**src/rtl/truth_table_pkg.sv**
```systemverilog
// Shared types and sizing helpers for the programmable truth-table evaluator.
package truth_table_pkg;

   typedef enum logic [1:0] {
      IDLE   = 2'd0,
      LOAD   = 2'd1,
      FLUSH  = 2'd2,
      COMMIT = 2'd3
   } ld_state_e;

   localparam logic [7:0] RESET_TT_DEF = 8'hF2;

   function automatic int tt_width(input int n);
      return 1 << n;
   endfunction

   function automatic int cnt_width(input int n);
      return $clog2(1 << n) + 1;
   endfunction

endpackage

```
**src/rtl/tt_shift_loader.sv**
```systemverilog
// Serial LSB-first table loader with shadow register; emits a 1-cycle commit pulse.
// Latency: commit one cycle after the cfg_last bit; cfg_ready_o drops only in the COMMIT cycle.
module tt_shift_loader
   import truth_table_pkg::*;
#(
   parameter int N_IN = 3
) (
   input  logic                        clk,
   input  logic                        reset,
   input  logic                        cfg_valid_i,
   input  logic                        cfg_bit_i,
   input  logic                        cfg_last_i,
   output logic                        cfg_ready_o,
   output logic                        cfg_err_o,
   output logic                        commit_o,
   output logic [tt_width(N_IN)-1:0]   shadow_o
);

   localparam int TT_W = tt_width(N_IN);
   localparam int CW   = cnt_width(N_IN);
   localparam logic [CW-1:0] CNT_FULL = CW'(TT_W);
   localparam logic [CW-1:0] CNT_LAST = CW'(TT_W - 1);

   ld_state_e         state_q, state_d;
   logic [CW-1:0]     cnt_q, cnt_d;
   logic [TT_W-1:0]   shadow_q, shadow_d;
   logic              err_q, err_d;
   logic              accept;

   assign accept = cfg_valid_i && (state_q != COMMIT);

   always_ff @(posedge clk) begin
      if (reset) begin
         state_q  <= IDLE;
         cnt_q    <= '0;
         shadow_q <= '0;
         err_q    <= 1'b0;
      end else begin
         state_q  <= state_d;
         cnt_q    <= cnt_d;
         shadow_q <= shadow_d;
         err_q    <= err_d;
      end
   end

   always_comb begin
      state_d  = state_q;
      cnt_d    = cnt_q;
      shadow_d = shadow_q;
      err_d    = err_q;
      case (state_q)
         IDLE, LOAD: begin
            if (accept) begin
               // A bit beyond TT_W is an overrun: drop it and swallow the rest of the frame.
               if (cnt_q == CNT_FULL) begin
                  err_d   = 1'b1;
                  cnt_d   = '0;
                  state_d = cfg_last_i ? IDLE : FLUSH;
               end else begin
                  shadow_d[cnt_q[N_IN-1:0]] = cfg_bit_i;
                  if (cfg_last_i) begin
                     cnt_d = '0;
                     if (cnt_q == CNT_LAST) begin
                        state_d = COMMIT;
                     end else begin
                        err_d   = 1'b1;
                        state_d = IDLE;
                     end
                  end else begin
                     cnt_d   = cnt_q + 1'b1;
                     state_d = LOAD;
                  end
               end
            end
         end
         FLUSH: begin
            if (accept && cfg_last_i) begin
               state_d = IDLE;
            end
         end
         COMMIT: begin
            err_d   = 1'b0;
            state_d = IDLE;
         end
         default: state_d = IDLE;
      endcase
   end

   assign cfg_ready_o = (state_q != COMMIT);
   assign commit_o    = (state_q == COMMIT);
   assign cfg_err_o   = err_q;
   assign shadow_o    = shadow_q;

endmodule

```
**src/rtl/truth_table_eval.sv**
```systemverilog
// Registered programmable N-input truth-table evaluator; latency 1, eval never backpressures.
// Optional SETTLE_FILTER_EN: output follows a result only after SETTLE_CYC equal consecutive samples.
module truth_table_eval
   import truth_table_pkg::*;
#(
   parameter int                          N_IN       = 3,
   parameter logic [tt_width(N_IN)-1:0]   RESET_TT   = RESET_TT_DEF,
   parameter int                          SETTLE_CYC = 3
) (
   input  logic                        clk,
   input  logic                        reset,
   input  logic [N_IN-1:0]             in_vec,
   input  logic                        in_valid,
   output logic                        out,
   output logic                        out_valid,
   input  logic                        cfg_valid,
   input  logic                        cfg_bit,
   input  logic                        cfg_last,
   output logic                        cfg_ready,
   output logic                        cfg_err,
   output logic [tt_width(N_IN)-1:0]   tt_active
);

   localparam int TT_W = tt_width(N_IN);

   logic              commit;
   logic [TT_W-1:0]   shadow;
   logic [TT_W-1:0]   tt_active_q;
   logic              out_q, out_d;
   logic              out_valid_q, out_valid_d;
   logic              raw;

   tt_shift_loader #(.N_IN(N_IN)) u_loader (
      .clk         (clk),
      .reset       (reset),
      .cfg_valid_i (cfg_valid),
      .cfg_bit_i   (cfg_bit),
      .cfg_last_i  (cfg_last),
      .cfg_ready_o (cfg_ready),
      .cfg_err_o   (cfg_err),
      .commit_o    (commit),
      .shadow_o    (shadow)
   );

   // A sample taken in the COMMIT cycle still sees the old table.
   assign raw = tt_active_q[in_vec];

   always_ff @(posedge clk) begin
      if (reset) begin
         tt_active_q <= RESET_TT;
      end else if (commit) begin
         tt_active_q <= shadow;
      end
   end

`ifdef SETTLE_FILTER_EN
   localparam int RW = $clog2(SETTLE_CYC) + 1;
   localparam logic [RW-1:0] RUN_SAT = RW'(SETTLE_CYC);

   logic [RW-1:0] run_cnt_q, run_cnt_d;
   logic          run_val_q, run_val_d;

   always_comb begin
      run_cnt_d   = run_cnt_q;
      run_val_d   = run_val_q;
      out_d       = out_q;
      out_valid_d = 1'b0;
      if (commit) begin
         run_cnt_d = '0;
      end else if (in_valid) begin
         if (raw == run_val_q) begin
            run_cnt_d = (run_cnt_q >= RUN_SAT) ? RUN_SAT : run_cnt_q + 1'b1;
         end else begin
            run_val_d = raw;
            run_cnt_d = RW'(1);
         end
         if ((run_cnt_d >= RUN_SAT) && (raw != out_q)) begin
            out_d       = raw;
            out_valid_d = 1'b1;
         end
      end
   end

   always_ff @(posedge clk) begin
      if (reset) begin
         run_cnt_q <= '0;
         run_val_q <= 1'b0;
      end else begin
         run_cnt_q <= run_cnt_d;
         run_val_q <= run_val_d;
      end
   end
`else
   always_comb begin
      out_d       = in_valid ? raw : out_q;
      out_valid_d = in_valid;
   end
`endif

   always_ff @(posedge clk) begin
      if (reset) begin
         out_q       <= 1'b0;
         out_valid_q <= 1'b0;
      end else begin
         out_q       <= out_d;
         out_valid_q <= out_valid_d;
      end
   end

   assign out       = out_q;
   assign out_valid = out_valid_q;
   assign tt_active = tt_active_q;

endmodule
```
**config.mk**
```make
export PLATFORM = sky130hd
export DESIGN_NAME = truth_table_eval
export DESIGN_NICKNAME = d
export VERILOG_FILES = /design/src/rtl/truth_table_pkg.sv /design/src/rtl/tt_shift_loader.sv /design/src/rtl/truth_table_eval.sv
export SDC_FILE = /design/constraint.sdc
export NUM_CORES = 1
export LEC_CHECK = 0
export CAP_MARGIN = 20
export CORE_MARGIN = 10
export CORE_UTILIZATION = 45
export CTS_CLUSTER_DIAMETER = 150
export DETAILED_ROUTE_END_ITERATION = 7
export HOLD_SLACK_MARGIN = 0.08
export PLACE_DENSITY = 0.7
export RECOVER_POWER = 50
export SLEW_MARGIN = 10
export SYNTH_ARGS = -nofsm -noshare
export SYNTH_HDL_FRONTEND = slang
export SYNTH_SLANG_ARGS = --single-unit
```
**constraint.sdc**
```tcl
create_clock -name clk -period 3.7 [get_ports clk]
set_clock_uncertainty 0.2 [all_clocks]
set_input_delay 0.925 -clock clk [delete_from_list [all_inputs] [get_ports clk]]
set_output_delay 0.925 -clock clk [all_outputs]
set_load 0.01 [all_outputs]
```
Figure 1. The metal 2 layer.
Cells faint in the background.
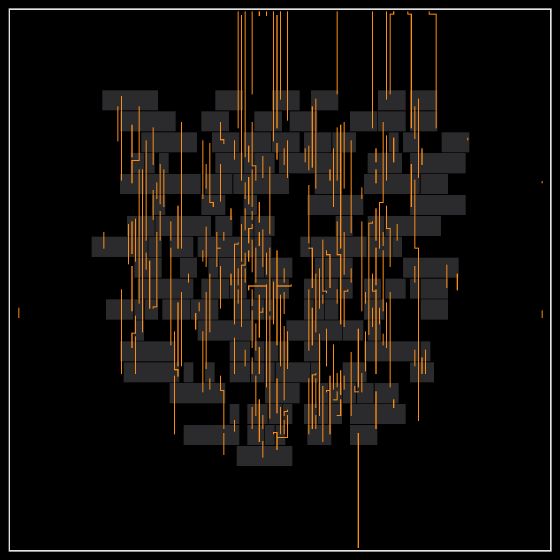
share of all routed wire = 50%
longest straight run = 22.4 um

Figure 2. M1 wires.
Scale bar: 20 um. Supply wires on this layer in grey.
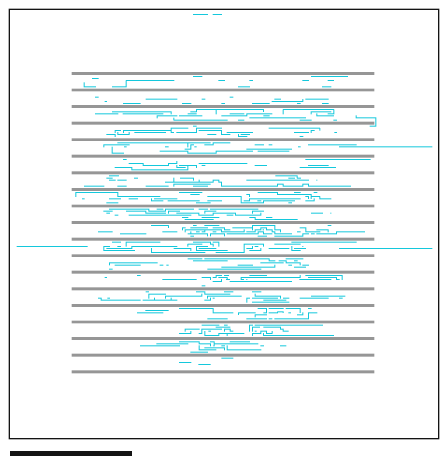
nets with wire on the layer = 136
main direction = horizontal
met1 Use GR: 0.121
Routed WL: 2490 um

==> metrics.csv <==
stage,metric,value,unit
power,dominant power group,registers,
final_layout,antenna cells,0,
drt,Met3 Routed Length,60,um
worst_setup_path,cell family with most CP delay,flip-flops,
timing,setup TNS,0,ps
worst_setup_path,critical path cell sequence,"nand2_1, clkdlybuf4s50_1",
clock_tree,post-CTS setup buffers,0,
floorplan,FP Core Util,0.467,
synthesis,cell count after synthesis,124,
drt,initial DRC count,44,
final_layout,flop share of the area,0.371,
synthesis,Post-Synthesis Net Count,135,
floorplan,chip area,4930,sq um
run_status,status,"finished, final reports clean",
final_layout,Fill cells,232,
global_routing,largest net degree at the start of global routing,26,
worst_hold_path,Hold Crit Class,flip-flop to flip-flop,
final_layout,clk tree area frac,0.0223,
clock_tree,CTS HTree Levels,1,
final_layout,non-clk buf share,0.149,
power,peak ir drop on the vdd network,0.000237,V
synthesis,main flop type,dfxtp_1,
synthesis,Top cells by area,"dfxtp_1 (44%), mux2i_1 (9.7%), nor2_1 (5.9%)",
final_layout,Comb area share,0.422,
final_layout,most numerous logic cells after layout,"dfxtp_1 (25), nor2_1 (18), clkdlybuf4s50_1 (16)",
synthesis,Synth async-reset ratio,0,
synthesis,number of enable flip-flop cells,0,
floorplan,# rows,18,
power,PwrDens,332,nW/um^2
drt,DR top layer,met4,
synthesis,Top non-seq family,simple AND/OR/NAND/NOR gates,
run,Log Warnings,27,
worst_hold_path,hold path depth,2,
final_layout,register area,500,sq um
synthesis,number of cells in Yosys stat,124,
timing,crit path time final,2980,ps
clock_tree,CTS tree,yes,
synthesis,yosys stat chip area,1140,sq um
synthesis,"count leader, synth",dfxtp_1,
global_routing,first-pass GRT wire length,4260,um
worst_hold_path,Worst Hold End,tt_active[0],
worst_setup_path,CP startpoint kind,flip-flop,
final_layout,Gate Area,568,sq um
drt,post-route ant nets,0,
placement,Detail Placement HPWL,1860,um
Figure 3. Congestion heat map.
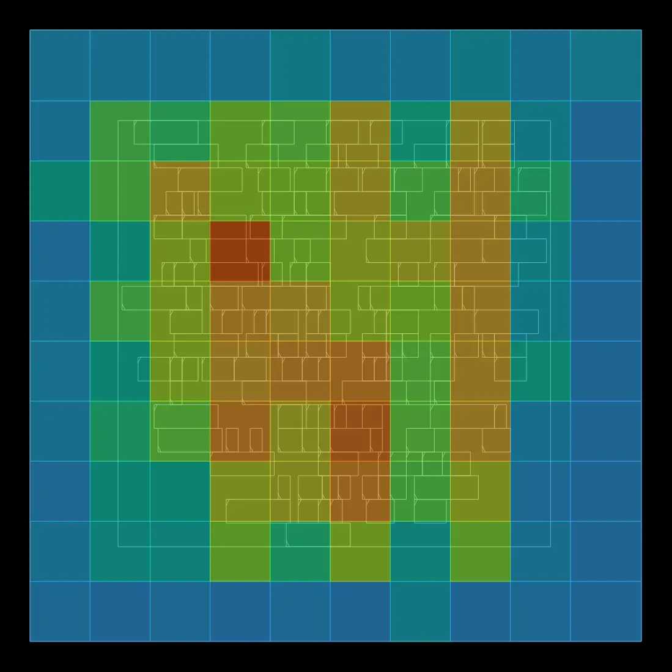
utilization after layout: 0.554
GRT Total Usage: 0.0990
routed len/inst: 14.6 um

Figure 4. Wiring heat map.
14 x 14 tiles, from dark blue (low) to red (high), scaled to the fullest tile. Values are wire area over tile area, all layers added.
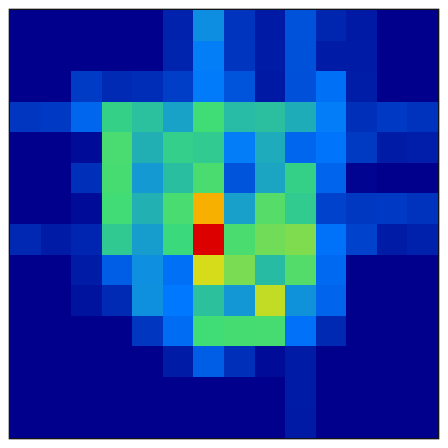
emptiest ninth of the die = lower left
fullest tile = 0.49
mean over tiles = 0.077
tiles over half the peak = 9.7%
densest ninth of the die = centre
nearly empty tiles = 40%

No activity file was given, so power comes from the tool's default toggle rates.
